===== config.mk =====
export PLATFORM = sky130hd
export DESIGN_NAME = branch_predictor_flat
export DESIGN_NICKNAME = d
export VERILOG_FILES = /design/src/rtl/bp_pkg.sv /design/src/rtl/branch_predictor_if.sv /design/src/rtl/bp_stat_counter.sv /design/src/rtl/branch_predictor.sv /design/src/flat_wrapper.sv
export SDC_FILE = /design/constraint.sdc
export NUM_CORES = 2
export LEC_CHECK = 0
export CAP_MARGIN = 20
export CELL_PAD_IN_SITES_DETAIL_PLACEMENT = 1
export CELL_PAD_IN_SITES_GLOBAL_PLACEMENT = 1
export CORE_MARGIN = 10
export CORE_UTILIZATION = 40
export DETAILED_ROUTE_END_ITERATION = 10
export PLACE_DENSITY = 0.63
export SYNTH_ARGS = -nofsm -noshare
export SYNTH_HDL_FRONTEND = slang
export SYNTH_SLANG_ARGS = --single-unit

===== constraint.sdc =====
create_clock -name clk_i -period 16 [get_ports clk_i]
set_input_delay 1.6 -clock clk_i [delete_from_list [all_inputs] [get_ports clk_i]]
set_output_delay 1.6 -clock clk_i [all_outputs]
set_load 0.02 [all_outputs]

===== src/rtl/bp_pkg.sv =====
// Shared types and helpers for the branch predictor: entry layout, counter
// encodings and the saturating direction-counter update.
package bp_pkg;

    // Entry fields are sized for the widest supported configuration; the
    // predictor zero-extends narrower fields, so unused upper bits stay constant.
    localparam int BP_TAG_MAX  = 32;
    localparam int BP_WORD_MAX = 62;
    localparam int BP_CNT_MAX  = 8;

    typedef logic [BP_TAG_MAX-1:0]  bp_tag_t;
    typedef logic [BP_WORD_MAX-1:0] bp_word_t;
    typedef logic [BP_CNT_MAX-1:0]  bp_cnt_t;

    typedef struct packed {
        logic     valid;
        bp_tag_t  tag;
        bp_word_t target;   // word address: target bits [ADDR_W-1:2]
        bp_cnt_t  cnt;
    } bp_entry_t;

    function automatic int clog2(input int value);
        int r;
        r = 0;
        for (int i = 0; i < 31; i++) begin
            if ((1 << i) < value) r = i + 1;
        end
        return r;
    endfunction

    function automatic bp_cnt_t cnt_weak_t(input int w);
        return bp_cnt_t'(1) << (w - 1);
    endfunction

    function automatic bp_cnt_t cnt_weak_nt(input int w);
        return (bp_cnt_t'(1) << (w - 1)) - bp_cnt_t'(1);
    endfunction

    function automatic bp_cnt_t sat_update(input bp_cnt_t cnt, input logic taken, input int w);
        bp_cnt_t max_val;
        max_val = (bp_cnt_t'(1) << w) - bp_cnt_t'(1);
        if (taken) return (cnt == max_val) ? cnt : cnt + bp_cnt_t'(1);
        else       return (cnt == '0)      ? cnt : cnt - bp_cnt_t'(1);
    endfunction

endpackage


===== src/rtl/branch_predictor_if.sv =====
// Fetch lookup, ID-stage training and statistics signals of the predictor.
interface branch_predictor_if #(
    parameter int ADDR_W = 32,
    parameter int STAT_W = 32
);
    logic [ADDR_W-1:0] pc_i;
    logic              hit_o;
    logic              predict_taken_o;
    logic [ADDR_W-1:0] predict_target_o;

    logic              upd_valid_i;
    logic [ADDR_W-1:0] upd_pc_i;
    logic              upd_taken_i;
    logic [ADDR_W-1:0] upd_target_i;
    logic              upd_pred_taken_i;
    logic [ADDR_W-1:0] upd_pred_target_i;

    logic              bp_clr_i;
    logic              stat_clr_i;
    logic              mispredict_o;
    logic [STAT_W-1:0] branch_cnt_o;
    logic [STAT_W-1:0] mispredict_cnt_o;

    modport master (
        output pc_i, upd_valid_i, upd_pc_i, upd_taken_i, upd_target_i,
               upd_pred_taken_i, upd_pred_target_i, bp_clr_i, stat_clr_i,
        input  hit_o, predict_taken_o, predict_target_o, mispredict_o,
               branch_cnt_o, mispredict_cnt_o
    );

    modport slave (
        input  pc_i, upd_valid_i, upd_pc_i, upd_taken_i, upd_target_i,
               upd_pred_taken_i, upd_pred_target_i, bp_clr_i, stat_clr_i,
        output hit_o, predict_taken_o, predict_target_o, mispredict_o,
               branch_cnt_o, mispredict_cnt_o
    );
endinterface


===== src/rtl/bp_stat_counter.sv =====
// Saturating event counter with synchronous active-low reset and clear.
module bp_stat_counter #(
    parameter int W = 32
) (
    input  logic         clk_i,
    input  logic         rst_i,
    input  logic         clr_i,
    input  logic         inc_i,
    output logic [W-1:0] cnt_o
);
    logic [W-1:0] cnt_reg;

    always_ff @(posedge clk_i) begin
        if (!rst_i)                     cnt_reg <= '0;
        else if (clr_i)                 cnt_reg <= '0;
        else if (inc_i && cnt_reg != '1) cnt_reg <= cnt_reg + W'(1);
    end

    assign cnt_o = cnt_reg;
endmodule


===== src/rtl/branch_predictor.sv =====
// Direct-mapped BTB with per-entry saturating direction counters; zero-cycle
// lookup from registered state, trained by resolved branches from ID.
module branch_predictor
    import bp_pkg::*;
#(
    parameter int ENTRIES = 16,
    parameter int ADDR_W  = 32,
    parameter int TAG_W   = 8,
    parameter int CNT_W   = 2,
    parameter int STAT_W  = 32
) (
    input  logic               clk_i,
    input  logic               rst_i,
    branch_predictor_if.slave  bp
);
    localparam int IDX_W = clog2(ENTRIES);

    bp_entry_t table_q [ENTRIES];

    // Fetch-side lookup
    logic [IDX_W-1:0] lk_idx;
    logic [TAG_W-1:0] lk_tag;
    bp_entry_t        lk_entry;

    assign lk_idx   = bp.pc_i[2 +: IDX_W];
    assign lk_tag   = bp.pc_i[2+IDX_W +: TAG_W];
    assign lk_entry = table_q[lk_idx];

    assign bp.hit_o            = lk_entry.valid && (lk_entry.tag == bp_tag_t'(lk_tag));
    assign bp.predict_taken_o  = bp.hit_o && lk_entry.cnt[CNT_W-1];
    assign bp.predict_target_o = bp.predict_taken_o ? {lk_entry.target[ADDR_W-3:0], 2'b00}
                                                    : bp.pc_i + ADDR_W'(4);

    // Training side
    logic [IDX_W-1:0] upd_idx;
    logic [TAG_W-1:0] upd_tag;
    bp_entry_t        upd_cur;
    bp_entry_t        upd_entry;
    logic             upd_hit;
    logic             upd_we;

    assign upd_idx = bp.upd_pc_i[2 +: IDX_W];
    assign upd_tag = bp.upd_pc_i[2+IDX_W +: TAG_W];
    assign upd_cur = table_q[upd_idx];
    assign upd_hit = upd_cur.valid && (upd_cur.tag == bp_tag_t'(upd_tag));

    always_comb begin
        upd_entry = upd_cur;
        upd_we    = 1'b0;
        if (bp.upd_valid_i) begin
            if (upd_hit) begin
                upd_we        = 1'b1;
                upd_entry.cnt = sat_update(upd_cur.cnt, bp.upd_taken_i, CNT_W);
                if (bp.upd_taken_i) upd_entry.target = bp_word_t'(bp.upd_target_i[ADDR_W-1:2]);
            end else if (bp.upd_taken_i) begin
                // Miss on a taken branch: allocate, silently evicting any other tag
                upd_we           = 1'b1;
                upd_entry.valid  = 1'b1;
                upd_entry.tag    = bp_tag_t'(upd_tag);
                upd_entry.target = bp_word_t'(bp.upd_target_i[ADDR_W-1:2]);
                upd_entry.cnt    = cnt_weak_t(CNT_W);
            end
        end
    end

    genvar gi;
    generate
        for (gi = 0; gi < ENTRIES; gi++) begin : g_entry
            bp_entry_t entry_reg;

            always_ff @(posedge clk_i) begin
                if (!rst_i) begin
                    entry_reg.valid <= 1'b0;
                    entry_reg.cnt   <= cnt_weak_nt(CNT_W);
                end else if (bp.bp_clr_i) begin
                    entry_reg.valid <= 1'b0;
                end else if (upd_we && upd_idx == IDX_W'(gi)) begin
                    entry_reg <= upd_entry;
                end
            end

            assign table_q[gi] = entry_reg;
        end
    endgenerate

    // Mispredict classification and statistics
    logic mispredict;

    assign mispredict = bp.upd_valid_i &&
                        ((bp.upd_pred_taken_i != bp.upd_taken_i) ||
                         (bp.upd_taken_i && bp.upd_pred_taken_i &&
                          (bp.upd_pred_target_i != bp.upd_target_i)));
    assign bp.mispredict_o = mispredict;

    bp_stat_counter #(.W(STAT_W)) u_branch_cnt (
        .clk_i (clk_i),
        .rst_i (rst_i),
        .clr_i (bp.stat_clr_i),
        .inc_i (bp.upd_valid_i),
        .cnt_o (bp.branch_cnt_o)
    );

    bp_stat_counter #(.W(STAT_W)) u_mispredict_cnt (
        .clk_i (clk_i),
        .rst_i (rst_i),
        .clr_i (bp.stat_clr_i),
        .inc_i (mispredict),
        .cnt_o (bp.mispredict_cnt_o)
    );

    // Byte-offset and above-tag PC bits play no part in indexing
    logic unused_upd_pc;
    assign unused_upd_pc = ^bp.upd_pc_i;
endmodule


===== src/flat_wrapper.sv =====
// flat-port wrapper written by rule: the top's interface ports become plain ports
module branch_predictor_flat import bp_pkg::*;
#(
    parameter int ENTRIES = 16,
    parameter int ADDR_W  = 32,
    parameter int TAG_W   = 8,
    parameter int CNT_W   = 2,
    parameter int STAT_W  = 32
)
  (clk_i, rst_i, bp_pc_i, bp_upd_valid_i, bp_upd_pc_i, bp_upd_taken_i, bp_upd_target_i, bp_upd_pred_taken_i, bp_upd_pred_target_i, bp_bp_clr_i, bp_stat_clr_i, bp_hit_o, bp_predict_taken_o, bp_predict_target_o, bp_mispredict_o, bp_branch_cnt_o, bp_mispredict_cnt_o);
  branch_predictor_if #(.ADDR_W(ADDR_W), .STAT_W(STAT_W)) bp_i ();
  input  logic clk_i;
  input  logic rst_i;
  input wire logic [$bits(bp_i.pc_i)-1:0] bp_pc_i;
  input wire logic [$bits(bp_i.upd_valid_i)-1:0] bp_upd_valid_i;
  input wire logic [$bits(bp_i.upd_pc_i)-1:0] bp_upd_pc_i;
  input wire logic [$bits(bp_i.upd_taken_i)-1:0] bp_upd_taken_i;
  input wire logic [$bits(bp_i.upd_target_i)-1:0] bp_upd_target_i;
  input wire logic [$bits(bp_i.upd_pred_taken_i)-1:0] bp_upd_pred_taken_i;
  input wire logic [$bits(bp_i.upd_pred_target_i)-1:0] bp_upd_pred_target_i;
  input wire logic [$bits(bp_i.bp_clr_i)-1:0] bp_bp_clr_i;
  input wire logic [$bits(bp_i.stat_clr_i)-1:0] bp_stat_clr_i;
  output wire logic [$bits(bp_i.hit_o)-1:0] bp_hit_o;
  output wire logic [$bits(bp_i.predict_taken_o)-1:0] bp_predict_taken_o;
  output wire logic [$bits(bp_i.predict_target_o)-1:0] bp_predict_target_o;
  output wire logic [$bits(bp_i.mispredict_o)-1:0] bp_mispredict_o;
  output wire logic [$bits(bp_i.branch_cnt_o)-1:0] bp_branch_cnt_o;
  output wire logic [$bits(bp_i.mispredict_cnt_o)-1:0] bp_mispredict_cnt_o;
  assign bp_i.pc_i = bp_pc_i;
  assign bp_i.upd_valid_i = bp_upd_valid_i;
  assign bp_i.upd_pc_i = bp_upd_pc_i;
  assign bp_i.upd_taken_i = bp_upd_taken_i;
  assign bp_i.upd_target_i = bp_upd_target_i;
  assign bp_i.upd_pred_taken_i = bp_upd_pred_taken_i;
  assign bp_i.upd_pred_target_i = bp_upd_pred_target_i;
  assign bp_i.bp_clr_i = bp_bp_clr_i;
  assign bp_i.stat_clr_i = bp_stat_clr_i;
  assign bp_hit_o = bp_i.hit_o;
  assign bp_predict_taken_o = bp_i.predict_taken_o;
  assign bp_predict_target_o = bp_i.predict_target_o;
  assign bp_mispredict_o = bp_i.mispredict_o;
  assign bp_branch_cnt_o = bp_i.branch_cnt_o;
  assign bp_mispredict_cnt_o = bp_i.mispredict_cnt_o;
  branch_predictor #(.ENTRIES(ENTRIES), .ADDR_W(ADDR_W), .TAG_W(TAG_W), .CNT_W(CNT_W), .STAT_W(STAT_W)) u_core (.clk_i(clk_i), .rst_i(rst_i), .bp(bp_i));
endmodule

congestion.png
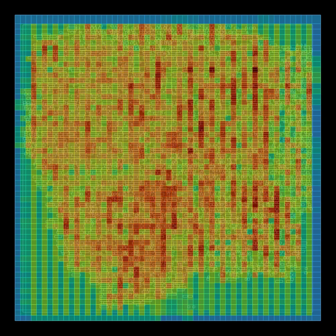
final routed wire length divided by cell count: 31.1 um
layer carrying the most global-route usage: met2

layer_met2.png
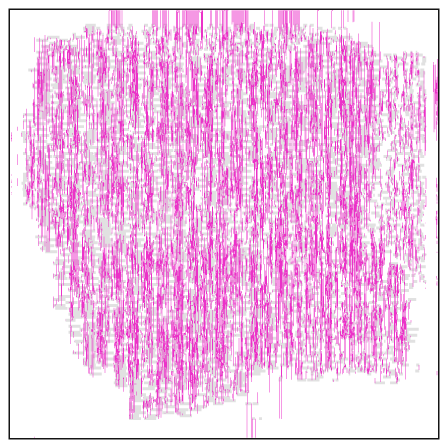
3,432 nets have wire on it. The layer holds 48% of the routed length.
met2 capacity usage during global routing: 0.352
total number of vias: 34,100
DRT Wirelength: 170,000 um

clk_routes.png
The bar under the picture is 100 um long.
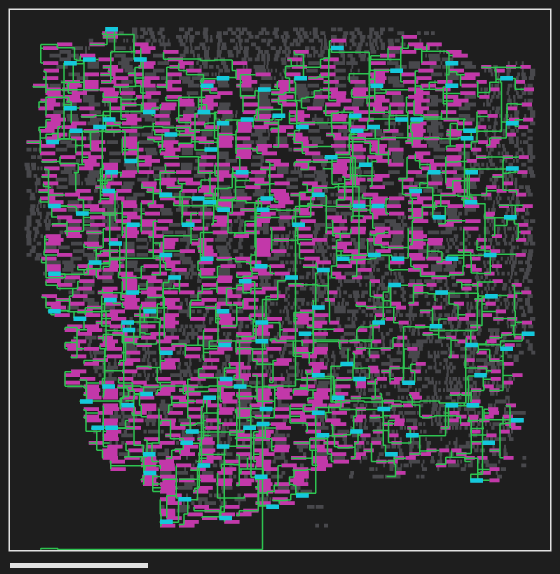
clock drivers: drawn in cyan, count 140. flip-flops: drawn in magenta, count 1,200. clock wires: drawn in green, length 16,200 um.
Position of the flops: spread over the die. There are 141 routed clock nets.

==> results.rst <==
Synthesis and place-and-route
=============================

.. list-table::
   :header-rows: 1

   * - Metric
     - Value
   * - Number of flip-flops in the largest register
     - 1,136
   * - Clock tree root driver cell
     - sky130_fd_sc_hd__clkbuf_16
   * - Area of the mapped netlist
     - 55,000 um2
   * - First-pass GRT wire length
     - 248,000 um
   * - Main flop type
     - sky130_fd_sc_hd__edfxtp_1
   * - Final nets
     - 3,704
   * - Slew Viols, Final
     - 0
   * - H-tree depth
     - 4
   * - Measured slew at the worst slew-check pin
     - 1040 ps
   * - I/O pin cnt
     - 234
   * - Total Neg Setup Slack
     - 0 ps
   * - Post-DP HPWL
     - 106,000 um
   * - Clock share of power
     - 0.456
   * - DRT antenna net count
     - 0
   * - Status
     - finished clean
   * - Simple-gate share of the synthesized area
     - 0.0723
   * - Final-report hold violation count
     - 0
   * - Number of buffers on the longest clock path
     - 3
   * - Via count of the first global-routing pass
     - 35,300
   * - Final cycle utilization of the critical path
     - 0.586
   * - Internal cell power
     - 5.64 mW
   * - Cells along the critical path
     - buf_8 > buf_4 > buf_4 > mux4_2 > nor2b_1 > a211oi_1 > a21oi_1 > xor2_1 > nor4_1 > nand4_1 > or4b_2 > buf_4 > mux2_2 > clkdlybuf4s50_1
   * - Drt initial violations
     - 3,393
   * - Proportion of layout cells with a drive suffix above 1
     - 0.251
   * - Final WS setup
     - 6620 ps
   * - Hold/Removal Path Class
     - flop to flop
   * - Share of the yosys chip area belonging to registers
     - 0.618
   * - Fmax
     - 107 MHz
   * - Global route total overflow
     - 0
   * - # resized after CTS
     - 0
   * - Most common logic cell in the routed design
     - sky130_fd_sc_hd__edfxtp_1
   * - Post-synthesis mux area share
     - 0.223
   * - Part of the total power dissipated in sequential elements
     - 0.469
   * - Clock tree from TritonCTS
     - done
   * - P_leak
     - 20.3 nW
   * - Period minus WS final
     - 9380 ps
   * - Chip area
     - 153,000 um2
   * - Number of antenna violations at the first check in global routing
     - 2
   * - Final setup violating endpoints
     - 0
   * - Number of library cell types mapped by synthesis
     - 73
   * - Setup repair after global routing missed its margin
     - no
   * - Pre-CTS worst setup slack
     - 6430 ps
   * - Net count after synthesis
     - 3,460
   * - Clk latency late pin
     - 790 ps
   * - Largest combinational cell category by area
     - multiplexers
   * - Most common logic cells in the final layout
     - sky130_fd_sc_hd__edfxtp_1 (992), sky130_fd_sc_hd__mux4_2 (497), sky130_fd_sc_hd__nand2_1 (263)
   * - Cell count in the Yosys report
     - 3,319
   * - Kind of end point of the critical path
     - output pin
   * - Worst setup skew after layout
     - 34.6 ps
   * - Num CTS Buffers
     - 140
   * - Adders+Majority by Area
     - 0.00137
   * - Hold-fix buffer count after cts
     - 0
   * - Post-synth area from yosys stat
     - 55,000 um2
   * - Mapped Cells
     - 3,319
   * - Post-Synth XOR/XNOR Area
     - 0.0198
   * - Max-Cap Viols
     - 0
   * - Number of warnings in the stage logs
     - 51
   * - Combinational fraction of design power
     - 0.074
   * - Number of buffers inserted to repair setup after CTS
     - 0
   * - Category of the worst setup path launch point
     - input port
   * - Maximum number of pins on one net before global-route repair
     - 135
   * - Synthesized flop and latch total
     - 1,200
   * - Row count
     - 135
   * - I/O Buffers
     - 213
   * - Maximum ir drop on the vdd rail
     - 0.0000857 V
   * - Number of sinks handled by clock tree synthesis
     - 1,200
   * - Count of unresolved DRC violations after routing
     - 0
   * - Synth warn
     - 0
   * - Number of vias per cell after detailed routing
     - 6.23
   * - Total net switching power
     - 1.68 mW
   * - Number of synthesized flops with an enable pin
     - 992
   * - Cell repeated most along the worst path
     - sky130_fd_sc_hd__buf_4
   * - Clock input transition at the sequential cells of the worst setup and hold paths
     - 50 ps
   * - Relative max-transition margin
     - 0.304
   * - Standard cell core area
     - 136,000 um2
   * - P&R area growth vs syn
     - 16.7%
   * - Critical path fanouts, max
     - 45
   * - Number of filler cells placed in the layout
     - 12,900
   * - Iteration tally of the first detailed-router pass
     - 5
   * - Width of the die
     - 391 um
   * - Power density over cell area
     - 114 nW/um2
   * - Routability Congestion
     - 0.815
   * - Die H
     - 391 um
   * - Net switching fraction of the power
     - 0.229
   * - Highest-delay cell along the critical path
     - sky130_fd_sc_hd__or4b_2
   * - Post-synthesis async set-or-reset flop share
     - 0
   * - Data arrival time of the worst path
     - 7780 ps
   * - Ao+oa area frac
     - 0.0457
   * - Category of the most critical setup path
     - input port to output pin
   * - Crit path DRT
     - 14,400 ps
   * - Initial Util
     - 0.404
   * - Peak per-stage delay on the critical path
     - 750 ps
   * - Avg Synthesized Cell Area
     - 16.6 um2
layer_met3.png
The bar under the picture is 100 um long.
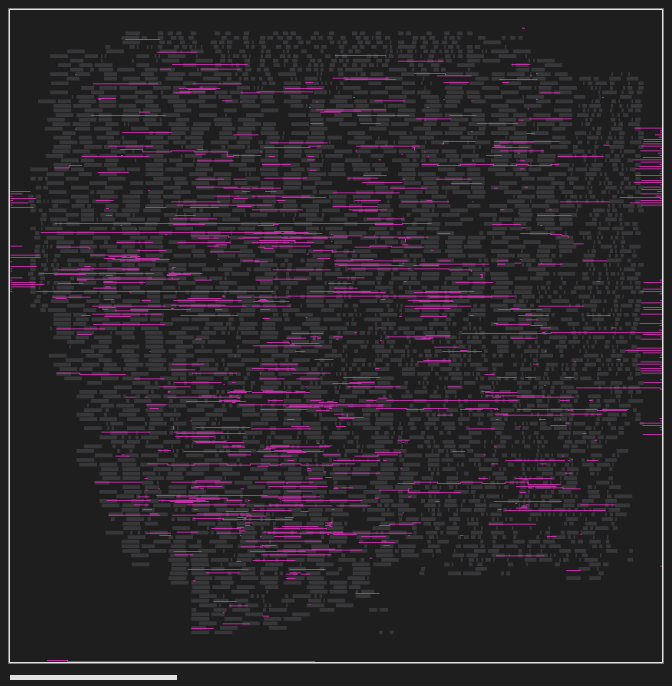
The layer holds 6.7% of the routed length. The layer carries 11,400 um of wire. The wires run mostly horizontal. The longest straight run is 203 um. 438 nets have wire on it.

wires.png
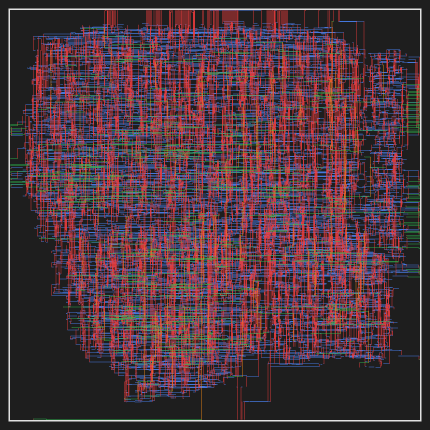
metal 4: drawn in orange, wire length 3,670 um. metal 3: drawn in green, wire length 11,400 um. metal 2: drawn in red, wire length 81.9 mm. metal 1: drawn in blue, wire length 73.1 mm.
aggregate global-route resource usage: 0.219

[cell usage after synthesis, drive strengths merged (6+ instances only)]
library cell	count	area (um2)
a22oi	35	263
and2	8	50.1
clkbuf	113	424
nand2	264	991
o22ai	35	219
mux4	497	11200
o21a	17	128
xnor2	86	753
nor4	92	597
and3	19	119
a221oi	7	61.3
and4	14	123
mux2	43	484
inv	36	135
nand4	53	338
xor2	38	333
o41ai	6	52.6
nand2b	28	175
nor2	153	577
nand3	67	335
or4	6	45.0
a22o	26	228
a211oi	9	67.6
o32ai	16	140
edfxtp	992	29800
o211ai	33	248
mux2i	58	584
nor2b	19	119
a2bb2oi	16	140
dfxtp	208	4160
or2	6	37.5
a21oi	37	185
ha	6	75.1
o31ai	33	248
buf	98	546
nor3	42	210
or3	16	100
o221a	18	203
o21ai	32	160
nor4b	7	61.3
[worst max-delay path, delay by kind of cell]
kind                   cells  cell delay (ps)
XOR/XNOR                   1              200
multiplexers               2              940
AND-OR/OR-AND              2              560
AND/OR/NAND/NOR            4             1600
buffers and inverters      5             2720
[power groups by stage]
stage | Combinational [mW] | Clock, mW | Sequential [mW]
5_1_grt | 0.578 | 3.54 | 3.44
6_report | 0.543 | 3.34 | 3.44
4_1_cts | 0.544 | 3.40 | 3.44
3_3_place_gp | 0.533 | 0 | 3.50
3_5_place_dp | 0.542 | 0 | 3.50
2_1_floorplan | 0.331 | 0 | 3.50
[cell type report]
| cell class | count | area, um2 | area share |
|---|---|---|---|
| sequential | 1200 | 34000 | 0.529 |
| timing repair buffer | 313 | 2960 | 0.0461 |
| multi-input combinational | 1872 | 20100 | 0.313 |
| clock buffer | 175 | 3780 | 0.0589 |
| tap | 1781 | 2230 | 0.0347 |
| clock inverter | 85 | 1010 | 0.0157 |
| inverter | 36 | 135 | 0.00211 |
| antenna | 2 | 5.00 | 0.0000780 |
[path summary, 6_finish.rpt]
| kind | slack, ps | startpoint | end | depth (start not counted) |
|---|---|---|---|---|
| setup / recovery | 6620 | bp_pc_i[2] | bp_predict_target_o[3] | 14 |
| hold / removal | 460 | u_core.g_entry[3].entry_reg[3] | u_core.g_entry[3].entry_reg[3] | 2 |
| setup reg to reg | 9940 | u_core.g_entry[10].entry_reg[100] | u_core.g_entry[13].entry_reg[97] | 10 |
| hold reg to reg | 460 | u_core.g_entry[3].entry_reg[3] | u_core.g_entry[3].entry_reg[3] | 2 |
[through the flow]
step / std cells / total power, mW / hold slack (ps) / utilization / cell area, um2
final: 5464 / 7.32 / 455 / 0.472 / 64100
after global routing: 5463 / 7.55 / 475 / 0.472 / 64100
after CTS: 5453 / 7.39 / 455 / 0.471 / 64000
after detailed placement: 5193 / 4.05 / 448 / 0.436 / 59200
after global placement: 5188 / 4.04 / 439 / 0.435 / 59200
after floorplan: 3319 / 3.83 / 432 / - / 55000
[metal layers]
layer	share of wire	up-vias	global-route usage
met2	0.48	1314	0.352
li1	-	14200	-
met4	0.022	0	0.0560
met1	0.43	18300	0.308
met3	0.067	246	0.0363
met5	0	-	0
Power and IR drop assume default switching activity.
